run_1/power_grid.png
Bar = 20 microns. Pins as bars on the die edge.
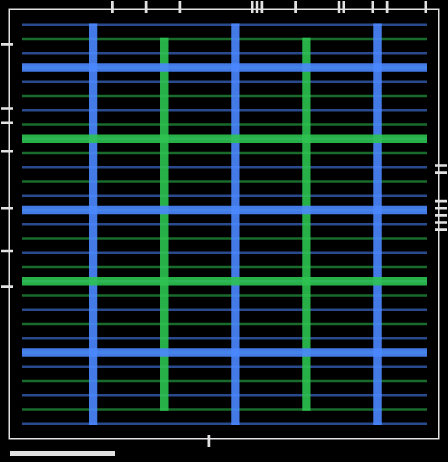
run_1/placement_by_type.png
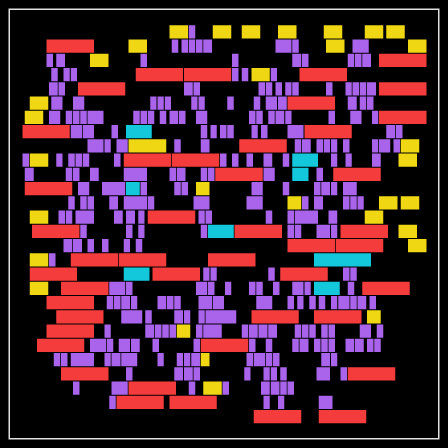
run_1/cell_density.png
Bar = 20 microns. 8 x 8 tiles, from black (low) to pale yellow (high), 0 to 100% covered.
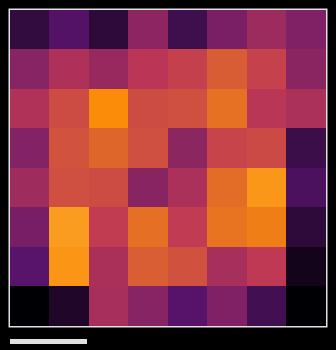
==> config.mk <==
export PLATFORM = sky130hd
export DESIGN_NAME = phase_sequencer
export DESIGN_NICKNAME = d
export VERILOG_FILES = /design/src/rtl/phase_sequencer.sv
export SDC_FILE = /design/constraint.sdc
export NUM_CORES = 1
export LEC_CHECK = 0
export ABC_AREA = 1
export CAP_MARGIN = 5
export CELL_PAD_IN_SITES_DETAIL_PLACEMENT = 0
export CELL_PAD_IN_SITES_GLOBAL_PLACEMENT = 1
export CORE_MARGIN = 2
export CORE_UTILIZATION = 41
export DETAILED_ROUTE_END_ITERATION = 12
export HOLD_SLACK_MARGIN = 0.02
export PLACE_DENSITY = 0.77
export RECOVER_POWER = 25
export SKIP_CTS_REPAIR_TIMING = 1
export SLEW_MARGIN = 20
export SYNTH_ARGS = -nofsm -noshare
export SYNTH_HDL_FRONTEND = slang
export SYNTH_SLANG_ARGS = --single-unit
==> constraint.sdc <==
create_clock -name clk -period 1.6 [get_ports clk]
set_input_delay 0.16 -clock clk [delete_from_list [all_inputs] [get_ports clk]]
set_output_delay 0.16 -clock clk [all_outputs]
set_load 0.005 [all_outputs]
==> flow_summary_export.csv, run 1 <==
group,metric,value,unit
logic_synthesis,ys_cells,336,
routing,antenna_left,0,
worst_setup_path,slowest_stage,"clkdlybuf4s50_1",
clock_network,cts.sinks,45,
worst_setup_path,crit_chain,"buf_4 -> clkdlybuf4s50_1",
routing,drt-initial-drc-count,117,
logic_synthesis,top_area_cell,"dfrtp_1",
power,leakage,1.31,nW
hold_path,hold_depth,0,
flow_run,cap_violations,0,
global_route,first_global_vias,2000,
final_timing,max_slew_margin,25.1,%
routing,dr.pass1.iters,4,
worst_setup_path,worstPathRequired,1440,ps
final_timing,fmax,678,MHz
worst_setup_path,r2r_setup_slack,140,ps
worst_setup_path,end_kind,"primary output",
placed_design,portBuffers,26,
final_timing,setup_tns,0,ps
logic_synthesis,async_reset_ff_share,100,%
worst_setup_path,crit_buf_inv,2,
clock_network,insertion_delay,300,ps
worst_setup_path,crit_cells,2,
worst_setup_path,cpPeakStageDelay,500,ps
hold_path,holdCritPathClass,"reg -> reg",
worst_setup_path,critical_path_class,"reg -> out",
worst_setup_path,crit_family,"buffers and inverters",
routing,met2_length,2300,microns
final_timing,finalHoldViolations,0,
routing,drc,0,
routing,vias,2156,
die,io_pins,27,
logic_synthesis,yosys_register_bits,45,
logic_synthesis,most_common_cell,"nand2_1",
logic_synthesis,ys_seq_share,45.5,%
routing,wl_met1,2790,microns
clock_network,cts_buffers,5,
final_timing,finalMaxSlewViolations,0,
clock_network,cts_tree,"done",
layout,drive_above_1_share,7.77,%
routing,routed_wl,5290,microns
final_timing,rsz0062_at_grt,"false",
final_timing,skew,6.33,ps
logic_synthesis,ys_chip_area,2470,sq um
placed_design,hpwl,3940,microns
routing,highest_layer,"met4",
logic_synthesis,postSynthCellCount,336,
placed_design,dpl_cell_area,2870,sq um
worst_setup_path,arrival,1310,ps
logic_synthesis,flop_cell,"dfrtp_1",
placed_design,gp_congestion,0.796,
logic_synthesis,avgSynthCellArea,7.37,sq um
clock_network,path_clk_slew,90,ps
routing,met3_length,140,microns
clock_network,cts-htree-levels,2,
logic_synthesis,yosys.area.top_type_share,45.5,%
routing,via_per_inst,4.81,
worst_setup_path,startpoint_type,"register",
global_route,grt_pass1_wl,9000,microns
die,dieArea,6670,sq um
worst_setup_path,reg2regPathDepth,7,
status,status,"finished clean",
placed_design,place_ws,-40.8,ps
power,p_per_area,699,nW/um^2
logic_synthesis,ys_top_cells_by_count,"109 x nand2_1, 46 x nor2_1, 45 x dfrtp_1",
layout,area_delta_synth_final,21.0,%
global_route,antenna_found_initial,0,
logic_synthesis,ys_warn_count,0,
final_timing,worstMarginPinSlew,1120,ps
final_timing,fin_ws,126,ps
final_timing,setup_violations,0,
worst_setup_path,path_max_fanout,5,
logic_synthesis,synth_cell_type_count,25,
layout,nets,382,
clock_network,clockRootBuffer,"clkbuf_8",
global_route,grtUsageTotal,17.5,%
final_timing,period_minus_slack,1470,ps
global_route,grt-ovfl-total,0,
routing,wl_per_cell,11.8,microns
flow_run,warnings,28,
final_timing,timing.final.crit_share,92.1,%
logic_synthesis,syn_area,2470,sq um
layout,n_antenna_cell,0,
clock_network,clockBufferDepth,2,
Back to the opening pictures, power_grid.png:
legend:
  VSS:
    color: blue
  VDD:
    color: green
met5 straps: 5
signal pins: 27
met4 straps: 5
rows: 28
Worst IR Drop VDD: 548 uV
Core Footprint: 5890 sq um
die width: 81.7 microns

Back to the opening pictures, placement_by_type.png:
legend:
  sequential cells:
    color: red
    cells: 45
    share_of_their_area: 39%
  clock drivers and dummy loads:
    color: cyan
    cells: 8
    share_of_their_area: 4.0%
  remaining buffers and delay cells:
    color: yellow
    cells: 32
    share_of_their_area: 11%
  combinational and other logic:
    color: purple
    cells: 288
    share_of_their_area: 46%
Rows: 28
final instance area: 2990 sq um
Layout Utilization: 50.9%
Seq area share: 37.6%

Back to the opening pictures, cell_density.png:
mean over tiles: 44%
tiles over 75% full: 4.7%
fullest tile: 79%
emptiest ninth of the die: south-east
nearly empty tiles: 3.1%
Pre-Place Util: 42.0%

[run 1: report_power, final]
part	internal (mW)	switching [mW]	leakage [nW]
clock network	0.468	0.417	0.0543
registers	1.14	0.00535	0.617
logic	0.0178	0.0392	0.636
total	1.63	0.462	1.31
[run 1: layer usage]
layer / vias to the layer above / GRT usage (%)
met3: 5 / 4.62
met4: 0 / 4.50
met5: - / 0
met1: 993 / 25.1
li1: 1131 / -
met2: 27 / 26.2
[run 1: layout by cell type (no fill, tap or decap), drive strengths merged, types with 3 or more instances in the layout]
cell type,n
nand4,10
inv,41
dfrtp,45
nor3,8
buf,5
o21ai,17
a21oi,9
clkbuf,6
nand3,17
clkdlybuf4s50,25
xor2,7
nor2,52
ha,5
nand2,111
xnor2,3
[run 1: kinds of logic (layout without fill, tap and decap cells)]
family | Yosys count | after routing | share of synthesized area, %
flops | 45 | 45 | 45.5
buf+inv | 45 | 82 | 7.43
fa+ha+maj | 5 | 5 | 2.53
simple gates | 202 | 202 | 34.7
compound gates | 29 | 29 | 6.27
xor+xnor | 10 | 10 | 3.54
[run 1: cell type report]
type	instances	area, sq um
Fill cell	599	2890
Multi-Input combinational cell	246	1190
Sequential cell	45	1130
Timing Repair Buffer	32	315
Inverter	42	158
Tap cell	75	93.8
Clock buffer	5	68.8
Clock inverter	3	46.3
[run 1: through the flow]
step | power [mW] | hold WS, ps | instances
floorplan | 1.21 | 191 | 336
global placement | 1.24 | 334 | 440
detailed placement | 1.24 | 338 | 440
CTS | 2.13 | 205 | 448
global route | 2.18 | 366 | 448
finish | 2.09 | 360 | 448
run_1/congestion.png
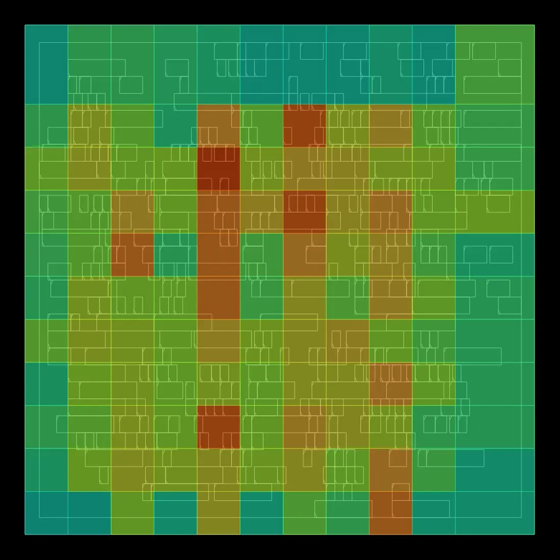

==> inputs of run 2 (changes only) <==
--- a/config.mk
+++ b/config.mk
@@ -12,6 +12,7 @@
 export CORE_MARGIN = 2
 export CORE_UTILIZATION = 41
 export DETAILED_ROUTE_END_ITERATION = 12
+export GPL_TIMING_DRIVEN = 0
 export HOLD_SLACK_MARGIN = 0.02
 export PLACE_DENSITY = 0.77
 export RECOVER_POWER = 25
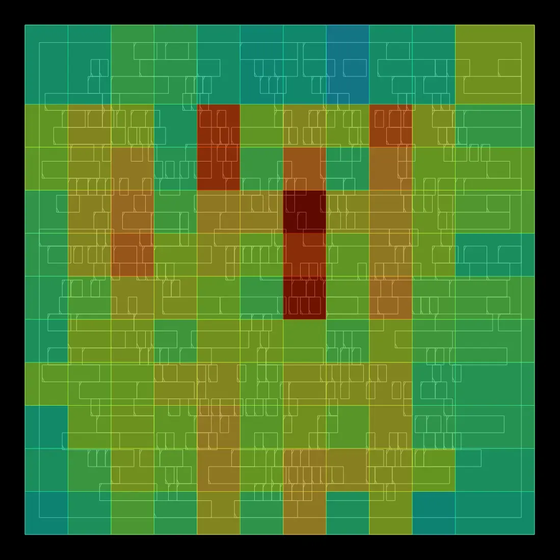
run_2/congestion.png
GR peak layer: met2
Total GRT Usage: 18.2%

==> run 2 against run 1 <==
  * Synthesized cell count unchanged
  * Fmax hardly changed
  * Hold slack worse by 4.9 ps
  * Global-route usage increased by 0.76 points
  * Highest routed layer unchanged
==> flow_summary_export.csv, run 2 <==
group,metric,value,unit
final_timing,timing.final.crit_share,92.0,%
worst_setup_path,slowest_stage,"clkdlybuf4s50_1",
clock_network,cts_buffers,5,
die,io_pins,27,
routing,antenna_left,0,
worst_setup_path,reg2regPathDepth,8,
logic_synthesis,top_area_cell,"dfrtp_1",
layout,drive_above_1_share,7.82,%
logic_synthesis,async_reset_ff_share,100,%
power,p_per_area,651,nW/um^2
status,status,"finished clean",
final_timing,finalMaxSlewViolations,0,
worst_setup_path,crit_chain,"clkdlybuf4s50_1",
placed_design,hpwl,4050,microns
clock_network,cts.sinks,45,
worst_setup_path,startpoint_type,"register",
die,fp-utilization,42.0,%
final_timing,finalHoldViolations,0,
worst_setup_path,end_kind,"primary output",
worst_setup_path,critical_path_class,"reg -> out",
logic_synthesis,flop_cell,"dfrtp_1",
final_timing,skew,4.77,ps
logic_synthesis,ys_seq_share,45.5,%
routing,drt-initial-drc-count,102,
worst_setup_path,r2r_setup_slack,150,ps
clock_network,clockRootBuffer,"clkbuf_8",
clock_network,path_clk_slew,90,ps
worst_setup_path,cpPeakStageDelay,540,ps
worst_setup_path,path_max_fanout,6,
layout,mostFrequentLayoutCells,"109 x nand2_1, 45 x dfrtp_1, 43 x nor2_1, 41 x inv_1, 24 x clkdlybuf4s50_1",
logic_synthesis,ys_warn_count,0,
hold_path,holdCritPathClass,"reg -> reg",
final_timing,setup_violations,0,
final_timing,fmax,679,MHz
logic_synthesis,synth_cell_type_count,25,
final_timing,worstMarginPinSlew,1120,ps
worst_setup_path,worstPathRequired,1440,ps
worst_setup_path,crit_family,"buffers and inverters",
placed_design,gp_congestion,0.826,
layout,nets,380,
clock_network,cts-htree-levels,2,
clock_network,cts_tree,"done",
global_route,grt-ovfl-total,0,
logic_synthesis,syn_area,2470,sq um
global_route,first_global_vias,2046,
routing,vias,2156,
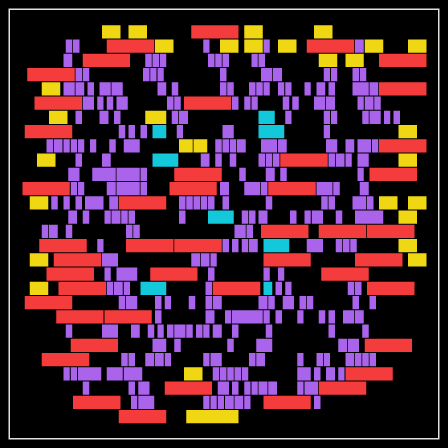
run_2/placement_by_type.png
legend:
  sequential cells:
    color: red
    cells: 45
    share_of_their_area: 39%
  combinational and other logic:
    color: purple
    cells: 288
    share_of_their_area: 47%
  clock drivers and dummy loads:
    color: cyan
    cells: 8
    share_of_their_area: 3.1%
  remaining buffers and delay cells:
    color: yellow
    cells: 30
    share_of_their_area: 11%
Seq area share: 37.9%
final instance area: 2970 sq um
Layout Utilization: 50.5%

run 2: cell counts after synthesis:
No cell type changed its count.
run 2: metal layers:
| metal | vias up | GRT usage (%) | wire, microns |
|---|---|---|---|
| met3 | 5 | 2.97 | 128 |
| li1 | 1125 | - | - |
| met5 | - | 0 | 0 |
| met2 | 30 | 29.2 | 2370 |
| met1 | 996 | 25.6 | 2730 |
| met4 | 0 | 5.00 | 45 |
run 2: area by class of cell:
| type | instances | area [sq um] |
|---|---|---|
| Buffer | 3 | 26.3 |
| Clock buffer | 5 | 68.8 |
| Clock inverter | 3 | 21.3 |
| Fill cell | 606 | 2910 |
| Inverter | 42 | 158 |
| Multi-Input combinational cell | 246 | 1190 |
| Sequential cell | 45 | 1130 |
| Tap cell | 75 | 93.8 |
| Timing Repair Buffer | 27 | 288 |
run 2: power by group through the flow:
| stage | clock network (mW) | logic [mW] | registers, mW |
|---|---|---|---|
| final | 0.718 | 0.0657 | 1.15 |
| after global routing | 0.810 | 0.0770 | 1.15 |
| after CTS | 0.759 | 0.0690 | 1.15 |
| after detailed placement | 0 | 0.0689 | 1.17 |
| after global placement | 0 | 0.0597 | 1.17 |
| after floorplan | 0 | 0.0366 | 1.17 |
run 2: cells by family (layout without fill, tap and decap cells):
kind of cell | count (synthesis) | after routing | share of synthesized area, %
adders and majority gates | 5 | 5 | 2.53
xor gates and xnor gates | 10 | 10 | 3.54
DFF | 45 | 45 | 45.5
and+or+nand+nor | 202 | 202 | 34.7
AOI/OAI and AO/OA | 29 | 29 | 6.27
buffers and inverters | 45 | 80 | 7.43
run 2: worst reg2reg max path: stages (launching register included):
cell     delay (ps)
dfrtp_1         380
ha_1            210
nand3_2         170
nor2_2          160
nand2_1         110
nand2_4         140
inv_1            70
nand2_1          80
nor2_1           40
run 2: stage by stage:
| step | instances | power, mW |
|---|---|---|
| finish | 446 | 1.93 |
| detailed placement | 438 | 1.24 |
| CTS | 446 | 1.98 |
| floorplan | 336 | 1.21 |
| global route | 446 | 2.04 |
| global placement | 437 | 1.23 |
Power figures rest on the tool's default switching activity, not on a simulated workload.
